[src/rtl/dot_product_accumulator.sv]
// Reduces four products per beat through a registered adder tree, accumulates
// MATRIX_A_COLUMNS/4 beats per C element and writes C row-major. Optional macro: DPA_SATURATE_EN.
module dot_product_accumulator #(
    parameter int MATRIX_A_ROWS      = 8,
    parameter int MATRIX_A_COLUMNS   = 8,
    parameter int MATRIX_B_COLUMNS   = 8,
    parameter int MATRIX_C_MEM_DEPTH = 64,
    parameter int MATRIX_MEM_WIDTH   = 32
) (
    input  logic                                  clk,
    input  logic                                  rst_n,
    input  logic                                  start,
    input  logic                                  prod_valid,
    output logic                                  prod_ready,
    input  logic [MATRIX_MEM_WIDTH-1:0]           mult_1_out,
    input  logic [MATRIX_MEM_WIDTH-1:0]           mult_2_out,
    input  logic [MATRIX_MEM_WIDTH-1:0]           mult_3_out,
    input  logic [MATRIX_MEM_WIDTH-1:0]           mult_4_out,
    output logic                                  wr_en,
    output logic [$clog2(MATRIX_C_MEM_DEPTH)-1:0] wr_address_c,
    output logic [MATRIX_MEM_WIDTH-1:0]           wr_data_c,
    output logic                                  busy,
    output logic                                  done,
    output logic                                  protocol_err,
    output logic                                  overflow
);

    // state | meaning
    // IDLE  | waiting for start, no beats accepted
    // RUN   | accepting beats, prod_ready high
    // FLUSH | last beat taken, draining the adder pipeline until done

    localparam int W     = MATRIX_MEM_WIDTH;
    localparam int AW    = $clog2(MATRIX_C_MEM_DEPTH);
    localparam int BEATS = MATRIX_A_COLUMNS / 4;
    localparam int BW    = (BEATS > 1) ? $clog2(BEATS) : 1;
    localparam int ELEMS = MATRIX_A_ROWS * MATRIX_B_COLUMNS;
    localparam int EW    = (ELEMS > 1) ? $clog2(ELEMS) : 1;

    localparam logic [BW-1:0] LAST_BEAT = BW'(BEATS - 1);
    localparam logic [EW-1:0] LAST_ELEM = EW'(ELEMS - 1);
    localparam logic [AW-1:0] LAST_ADDR = AW'(ELEMS - 1);

    typedef enum logic [1:0] {IDLE, RUN, FLUSH} state_t;

    state_t state, state_next;

    // Returns {saturated, sum}; the flag is only ever set in the saturating build.
    function automatic logic [W:0] add_w(input logic [W-1:0] a, input logic [W-1:0] b);
        logic [W-1:0] sum;
        logic         ovf;
        sum = a + b;
        ovf = 1'b0;
`ifdef DPA_SATURATE_EN
        if ((a[W-1] == b[W-1]) && (sum[W-1] != a[W-1])) begin
            ovf = 1'b1;
            sum = a[W-1] ? {1'b1, {(W-1){1'b0}}} : {1'b0, {(W-1){1'b1}}};
        end
`endif
        return {ovf, sum};
    endfunction

    logic [BW-1:0] beat_cnt;
    logic [EW-1:0] elem_cnt;
    logic [AW-1:0] addr_cnt;

    logic          v1, last_e1, last_m1;
    logic [W-1:0]  s12, s34;
    logic          v2, last_e2, last_m2;
    logic [W-1:0]  t;
    logic [W-1:0]  acc;

    logic [W-1:0]  s12_sum, s34_sum, t_sum, acc_sum;
    logic          s12_ovf, s34_ovf, t_ovf, acc_ovf;
    logic          xfer, accept_start, last_beat, ovf_event;

    assign {s12_ovf, s12_sum} = add_w(mult_1_out, mult_2_out);
    assign {s34_ovf, s34_sum} = add_w(mult_3_out, mult_4_out);
    assign {t_ovf, t_sum}     = add_w(s12, s34);
    assign {acc_ovf, acc_sum} = add_w(acc, t);

    assign xfer         = prod_valid & prod_ready;
    assign accept_start = start & (state == IDLE);
    assign last_beat    = (beat_cnt == LAST_BEAT);
    assign ovf_event    = (xfer & (s12_ovf | s34_ovf)) | (v1 & t_ovf) | (v2 & acc_ovf);

    always_ff @(posedge clk or negedge rst_n) begin
        if (!rst_n) begin
            state <= IDLE;
        end else begin
            state <= state_next;
        end
    end

    always_comb begin
        state_next = state;
        prod_ready = 1'b0;
        busy       = 1'b1;
        case (state)
            IDLE: begin
                busy = 1'b0;
                if (start) state_next = RUN;
            end
            RUN: begin
                prod_ready = 1'b1;
                if (xfer && last_beat && (elem_cnt == LAST_ELEM)) state_next = FLUSH;
            end
            FLUSH: begin
                // done is registered with the final write, so the pipeline is empty here
                if (done) state_next = IDLE;
            end
            default: state_next = IDLE;
        endcase
    end

    always_ff @(posedge clk or negedge rst_n) begin
        if (!rst_n) begin
            beat_cnt     <= '0;
            elem_cnt     <= '0;
            addr_cnt     <= '0;
            v1           <= 1'b0;
            last_e1      <= 1'b0;
            last_m1      <= 1'b0;
            s12          <= '0;
            s34          <= '0;
            v2           <= 1'b0;
            last_e2      <= 1'b0;
            last_m2      <= 1'b0;
            t            <= '0;
            acc          <= '0;
            wr_en        <= 1'b0;
            wr_address_c <= '0;
            wr_data_c    <= '0;
            done         <= 1'b0;
            protocol_err <= 1'b0;
            overflow     <= 1'b0;
        end else begin
            wr_en <= 1'b0;
            done  <= 1'b0;

            if (accept_start) begin
                beat_cnt     <= '0;
                elem_cnt     <= '0;
                addr_cnt     <= '0;
                acc          <= '0;
                protocol_err <= 1'b0;
                overflow     <= 1'b0;
            end else begin
                if (prod_valid && !prod_ready) protocol_err <= 1'b1;
                if (ovf_event) overflow <= 1'b1;
            end

            v1 <= xfer;
            if (xfer) begin
                s12      <= s12_sum;
                s34      <= s34_sum;
                last_e1  <= last_beat;
                last_m1  <= last_beat && (elem_cnt == LAST_ELEM);
                beat_cnt <= last_beat ? '0 : beat_cnt + BW'(1);
                if (last_beat) begin
                    elem_cnt <= (elem_cnt == LAST_ELEM) ? '0 : elem_cnt + EW'(1);
                end
            end

            v2 <= v1;
            if (v1) begin
                t       <= t_sum;
                last_e2 <= last_e1;
                last_m2 <= last_m1;
            end

            if (v2) begin
                if (last_e2) begin
                    wr_en        <= 1'b1;
                    wr_data_c    <= acc_sum;
                    wr_address_c <= addr_cnt;
                    addr_cnt     <= (addr_cnt == LAST_ADDR) ? '0 : addr_cnt + AW'(1);
                    acc          <= '0;
                    done         <= last_m2;
                end else begin
                    acc <= acc_sum;
                end
            end
        end
    end

endmodule

[config.mk]
export PLATFORM = sky130hd
export DESIGN_NAME = dot_product_accumulator
export DESIGN_NICKNAME = d
export VERILOG_FILES = /design/src/rtl/dot_product_accumulator.sv
export SDC_FILE = /design/constraint.sdc
export NUM_CORES = 1
export LEC_CHECK = 0
export CAP_MARGIN = 20
export CORE_MARGIN = 5
export CORE_UTILIZATION = 57
export DETAILED_ROUTE_END_ITERATION = 8
export PLACE_DENSITY = 0.84
export SLEW_MARGIN = 25
export SYNTH_ARGS = -nofsm -noshare
export SYNTH_HDL_FRONTEND = slang
export SYNTH_SLANG_ARGS = --single-unit
[constraint.sdc]
create_clock -name clk -period 3.2 [get_ports clk]
set_clock_uncertainty 0.05 [all_clocks]
set_input_delay 0.48 -clock clk [delete_from_list [all_inputs] [get_ports clk]]
set_output_delay 0.48 -clock clk [all_outputs]
set_load 0.005 [all_outputs]
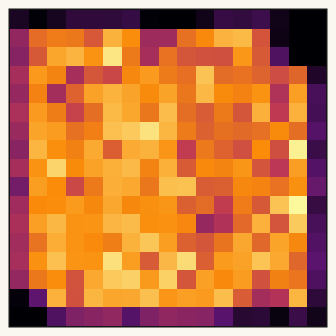
Figure 1: run 1, cell density map.
The die is cut into 17 by 17 equal tiles; black is low, pale yellow is high, 0 to 100% covered.
tiles over 75% full = 37%
emptiest ninth of the die = north-east
nearly empty tiles = 4.5%
Initial Util: 0.5833
post-layout util: 0.7117
core area: 23610 um2

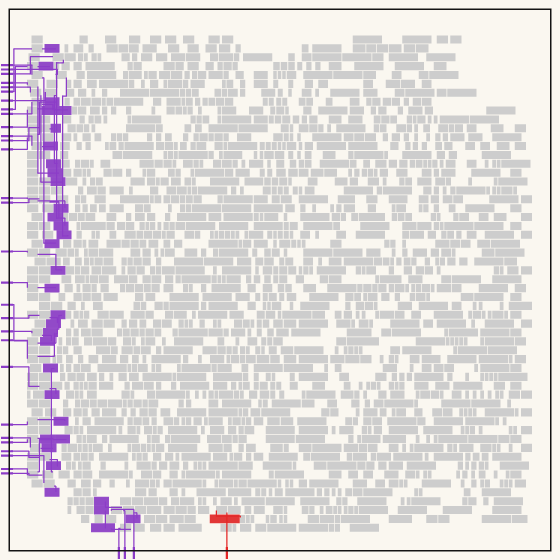
Figure 2: run 1, wires at chosen ports, followed through buffers.
purple -> mult_1_out  # bits 32, direction input, edge 29 west, 3 south, end cells 33, wire 805 um
red -> protocol_err  # bits 1, direction output, edge south, end cells 1, wire 20.5 um
I/O Buffers: 174
Ports: 176

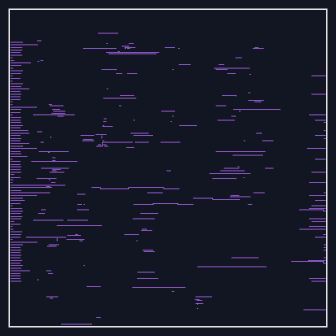
Figure 3: run 1, M3 wires.
nets with wire on the layer = 238
wire length on this layer = 1830 um
share of all routed wire = 5.3%
main direction = horizontal
longest straight run = 35.9 um
met3 Usage GRT: 0.03351
via count: 12319
Post-Route WL: 34300 um

[run 1: cell type report]
type                    instances  area share
multi-input cells            1283      0.5171
flip-flops and latches        190      0.2829
repair buffers                237      0.1342
clock buffers                  18     0.02554
well taps                     319     0.02375
clock inverters                14    0.009083
inverters                      33    0.007371
[run 1: worst max-delay path, stage by stage (launching register included)]
cell and delay [ps]:
dfrtp_1 390, ha_1 240, fa_1 420, a21o_1 200, a41oi_1 310, nand3_1 180, nand3_1 190, o311ai_0 220
a311oi_1 370, xnor2_1 120, mux2_2 270
[run 1: metal layers]
layer  track usage  part of all wire  vias to the layer above
met4       0.07274             0.021                        0
met2        0.4150              0.45                      385
met5             0                 0                        -
met3       0.03351             0.053                       60
met1        0.3617              0.47                     5731
li1              -                 -                     6143
[run 1: cells in the mapped netlist (4+ instances only)]
library cell | instances | area share
a211oi_1 | 22 | 0.012
dfrtp_1 | 190 | 0.35
nor2_1 | 92 | 0.025
o311ai_0 | 4 | 0.0025
a21o_1 | 56 | 0.031
and2_1 | 10 | 0.0045
o21ai_0 | 132 | 0.048
a22o_1 | 30 | 0.019
or2_2 | 5 | 0.0023
nand3b_1 | 6 | 0.0033
fa_1 | 4 | 0.0058
nand3_1 | 54 | 0.020
nor3b_1 | 7 | 0.0038
o211ai_1 | 20 | 0.011
xnor2_1 | 54 | 0.034
mux2_2 | 37 | 0.030
nand4_1 | 22 | 0.010
xor2_1 | 40 | 0.025
o21bai_1 | 21 | 0.011
or3_1 | 12 | 0.0055
a21oi_1 | 110 | 0.040
nand2b_1 | 5 | 0.0023
ha_1 | 126 | 0.11
buf_1 | 5 | 0.0014
a22oi_1 | 4 | 0.0022
or4_1 | 6 | 0.0033
and3_1 | 20 | 0.0091
o21a_1 | 13 | 0.0071
clkbuf_1 | 47 | 0.013
nor2b_1 | 12 | 0.0055
a31oi_1 | 19 | 0.0086
o31ai_1 | 16 | 0.0087
nor3_1 | 28 | 0.010
inv_1 | 31 | 0.0084
a31o_2 | 4 | 0.0025
nand2_1 | 224 | 0.061
[run 1: sequential cells by signal, indices dropped and copies added (netlist names), 2 cells and up]
register,cells
t,32
s34,32
wr_address_c,6
acc,32
s12,32
addr_cnt,6
elem_cnt,6
wr_data_c,32
state,2
[run 1: kinds of logic (layout without fill, tap and decap cells)]
family	after synthesis	count (layout)	synth area share
other	1	1	0.0002723
AND/OR/NAND/NOR	525	525	0.1792
flip-flops	190	190	0.3452
XOR/XNOR	95	95	0.06141
buffers and inverters	91	302	0.02553
adder cells (fa/ha/maj)	130	130	0.1203
AND-OR/OR-AND	491	491	0.2346
multiplexers	41	41	0.03352
[run 1: power by group]
group          total, uW  switching (uW)  internal [uW]
combinational       7450            4000           3450
sequential          3880             620           3260
clock               2080            1040           1040
total              13400            5660           7750
[run 1: final timing paths]
check | startpoint | endpoint | slack (ps)
max in group asynchronous | rst_n | s12[17] | 2240
hold / removal | rst_n | addr_cnt[0] | 40
hold reg to reg | wr_data_c[13] | wr_data_c[13] | 430
setup reg to reg | s12[0] | t[18] | 130
setup / recovery | s12[0] | t[18] | 130
min in group clk | wr_data_c[13] | wr_data_c[13] | 430
==> results.py, run 1 <==
# Physical implementation metrics
metrics = {
    "outcome": {
        "outcome": "finished, final reports clean",
    },
    "final_timing": {
        "fin_ws_ps": 132.1,
        "final.setup.tns_ps": 0,
        "grt_setup_unrepaired": "false",
        "fmax_mhz": 326.0,
        "report.final.slew_viol_count": 0,
        "hold_viol": 0,
    },
    "worst_setup_path": {
        "crit_fanout": 4,
        "end_kind": "flop",
        "cp.required_ps": 3480,
        "path_class": "reg -> reg",
        "arrival_ps": 3340,
        "critPathLaunchType": "flop",
    },
    "floorplanning": {
        "fp.dieH_um": 165.4,
        "dieArea_um2": 27370,
        "rows": 56,
    },
    "synth": {
        "synth_area_um2": 13770,
        "synth.distinct_cells": 86,
        "avgSynthCellArea_um2": 8.806,
        "ys_seq_frac": 0.3452,
        "ys_async_sr_fraction": 1.000,
        "fp_nets": 1826,
        "syn_inst": 1564,
        "ys.flop_type": "dfrtp_1",
        "yosys_warnings": 0,
        "synth_flops": 190,
        "yosys_area_um2": 13770,
    },
    "global_route": {
        "overflow": 0,
        "first_global_vias": 11994,
        "grt_pass1_wl_um": 57550,
    },
    "final_layout": {
        "nets": 2024,
        "final_common_cell": "nand2_1",
        "most-common-layout-cells": "nand2_1, dfrtp_1, clkdlybuf4s50_1, o21ai_0, ha_1",
        "fillers": 1919,
        "diodes": 0,
        "regArea_um2": 4755,
        "fin_area_um2": 16800,
    },
    "job": {
        "warnings": 28,
    },
    "clock_tree": {
        "cts_root_buffer": "clkbuf_16",
        "cts_buffers": 17,
        "cts_max_path_buffers": 2,
        "cts_tree": "built",
        "clk_pin_slew_ps": 80,
        "cts.sinks": 190,
        "htree_levels": 4,
        "cts.repair.resized": 0,
    },
    "placement": {
        "dp.cells": 2062,
        "dp_worst_setup_slack_ps": -151.1,
        "place_hpwl_um": 26940,
    },
    "route": {
        "drt_first_pass_iters": 5,
        "wire_per_inst_um": 16.38,
    },
    "power_and_ir_drop": {
        "vdd_drop_max_uv": 503.7,
    },
    "min_path": {
        "hp-class": "in -> async",
    },
}
Figure 4. Wiring heat map (run 1).
The die is cut into 33 by 33 equal tiles; black is low, pale yellow is high, scaled to the fullest tile. Values are wire area over tile area, all layers added.
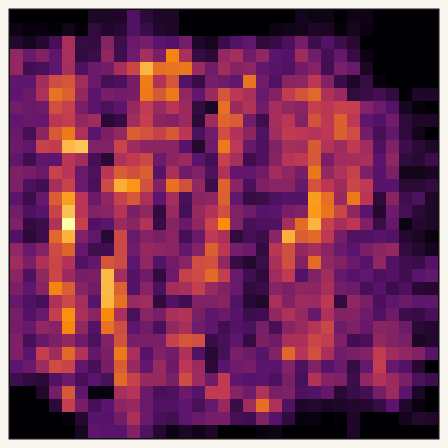

--- run 2 (diff from run 1) ---
--- a/config.mk
+++ b/config.mk
@@ -9,8 +9,9 @@
 export CORE_MARGIN = 5
 export CORE_UTILIZATION = 57
 export DETAILED_ROUTE_END_ITERATION = 8
-export PLACE_DENSITY = 0.84
+export PLACE_DENSITY_LB_ADDON = 0.05
 export SLEW_MARGIN = 25
 export SYNTH_ARGS = -nofsm -noshare
 export SYNTH_HDL_FRONTEND = slang
 export SYNTH_SLANG_ARGS = --single-unit
+export TNS_END_PERCENT = 50
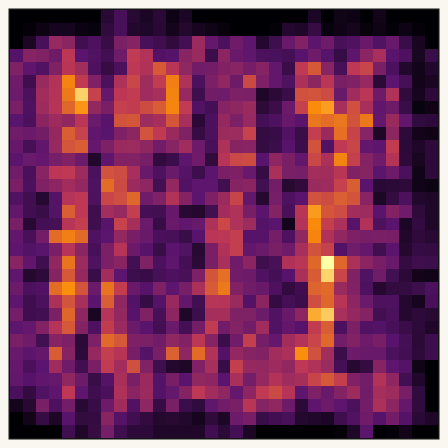
Figure 5: run 2, wiring heat map.
The die is cut into 33 by 33 equal tiles; black is low, pale yellow is high, scaled to the fullest tile. Values are wire area over tile area, all layers added.
nearly empty tiles = 5.0%
tiles over half the peak = 13%
mean over tiles = 0.20
fullest tile = 0.68
GRT Overall Usage: 0.2624
via count: 12365
wire per inst: 16.84 um

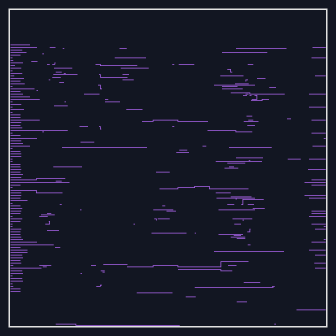
Figure 6: run 2, M3 wires.
nets with wire on the layer = 217
main direction = horizontal
longest straight run = 54.3 um
wire length on this layer = 1970 um
Post-Route WL: 35110 um
met3 Usage GRT: 0.04617

==> results.py, run 2 <==
# Physical implementation metrics
metrics = {
    "outcome": {
        "outcome": "finished, final reports clean",
    },
    "final_layout": {
        "nets": 2015,
        "fin_area_um2": 16760,
        "most-common-layout-cells": "nand2_1, dfrtp_1, clkdlybuf4s50_1, o21ai_0, ha_1",
        "fillers": 1899,
        "final_common_cell": "nand2_1",
        "regArea_um2": 4755,
        "diodes": 0,
    },
    "final_timing": {
        "report.final.slew_viol_count": 0,
        "grt_setup_unrepaired": "false",
    },
    "synth": {
        "top_area_cell": "dfrtp_1",
        "synth_area_um2": 13770,
        "ys_seq_frac": 0.3452,
        "ys_sh_mux": 0.03352,
        "top_logic_kind": "AND-OR/OR-AND gates",
        "simple_gate_share": 0.1792,
        "ys_sh_xor": 0.06141,
        "aoi_share": 0.2346,
        "synth.distinct_cells": 86,
        "yosys_area_um2": 13770,
        "syn_inst": 1564,
        "common_cells": "nand2_1, dfrtp_1, o21ai_0, ha_1, a21oi_1",
        "synth_flops": 190,
        "ys_async_sr_fraction": 1.000,
        "avgSynthCellArea_um2": 8.806,
        "adder_share": 0.1203,
        "fp_nets": 1826,
        "yosys_warnings": 0,
    },
    "global_route": {
        "overflow": 0,
        "first_global_vias": 12046,
        "grt_pass1_wl_um": 58590,
    },
    "worst_setup_path": {
        "critPathLaunchType": "flop",
        "arrival_ps": 3320,
        "rr_endpoint": "wr_data_c[28]",
        "r2r_slack_ps": 160,
        "path_class": "reg -> reg",
        "endpoint": "wr_data_c[28]",
        "crit_path_start": "t[0]",
        "end_kind": "flop",
        "cp.required_ps": 3480,
        "r2r_start": "t[0]",
    },
    "placement": {
        "portBuffers": 174,
        "place_hpwl_um": 27290,
    },
    "floorplanning": {
        "num_io_pins": 176,
        "initCoreUtil": 0.5833,
        "fp.dieH_um": 165.4,
        "core_area_um2": 23610,
        "rows": 56,
        "dieArea_um2": 27370,
    },
    "clock_tree": {
        "cts_max_path_buffers": 2,
        "clk_pin_slew_ps": 80,
        "cts_root_buffer": "clkbuf_16",
        "htree_levels": 4,
        "cts_tree": "built",
        "cts_buffers": 17,
        "cts.sinks": 190,
    },
    "job": {
        "warnings": 28,
    },
    "route": {
        "drt_first_pass_iters": 5,
    },
    "min_path": {
        "hp-class": "reg -> reg",
    },
}
## run 2: cell families (layout without fill, tap and decap cells)
kind of cell               Yosys count  count (layout)
and+or+nand+nor                    525             525
AOI/OAI and AO/OA                  491             491
DFF                                190             190
adders and majority gates          130             130
xor gates and xnor gates            95              95
buffers and inverters               91             293
muxes                               41              41
other                                1               1
## run 2: how the worst min path moves through the flow
stage                          from  cells past startpoint              end  slack (ps)
CTS                    wr_data_c[9]                      2     wr_data_c[9]         430
floorplan                     rst_n                      0           acc[0]         130
detailed placement  wr_address_c[3]                      2  wr_address_c[3]         410
finish              wr_address_c[1]                      2  wr_address_c[1]         420
global route        wr_address_c[3]                      2  wr_address_c[3]         440
global placement      wr_data_c[21]                      2    wr_data_c[21]         410
## run 2: through the flow
step	worst slack, ps	hold slack [ps]	TNS, ps	std cells	util
6_report	160.7	424.2	0	2085	0.7098
5_1_grt	21.23	443.1	0	2085	0.7098
4_1_cts	53.82	430.8	0	2085	0.7090
3_5_place_dp	-92.43	411.6	-505.8	2052	0.6834
3_3_place_gp	-40.77	406.9	-105.9	2052	0.6834
2_1_floorplan	485.7	134.4	0	1564	-
## run 2: routing by layer
metal,vias up,track usage,share of wire
met5,-,0,0
met4,0,0.06712,0.017
met3,46,0.04617,0.056
met2,358,0.4293,0.46
met1,5842,0.3633,0.47
li1,6119,-,-
## run 2: timing repair
| item | CTS | global route |
|---|---|---|
| hold buffers | 1 | 0 |
| setup endpoints to repair | 0 | 8 |
| gates resized | 0 | 4 |
| endpoints found under the hold margin | 55 | 0 |
| buffers inserted | 0 | 0 |
## run 2: power by group
group | internal, uW | switching, uW | leakage [uW]
clock | 1060 | 1060 | 0.000282
combinational | 3430 | 4070 | 0.00501
sequential | 3260 | 600 | 0.00235
total | 7750 | 5740 | 0.00764
## run 2: cell type report
cell class,instances,share of cell area
Tap cell,319,0.02381
Sequential cell,190,0.2837
Timing Repair Buffer,228,0.1307
Clock buffer,18,0.02561
Multi-Input combinational cell,1283,0.5189
Clock inverter,14,0.009854
Inverter,33,0.007391
## run 2: critical path, cell delays in order (launching register included)
cell,delay (ps)
dfrtp_1,420
ha_1,270
fa_1,430
a211oi_2,290
nand4bb_1,160
nand4b_1,170
a31oi_2,280
o31ai_1,200
a21oi_1,240
xnor2_1,130
mux2_2,270
No activity file was given, so power comes from the tool's default toggle rates.
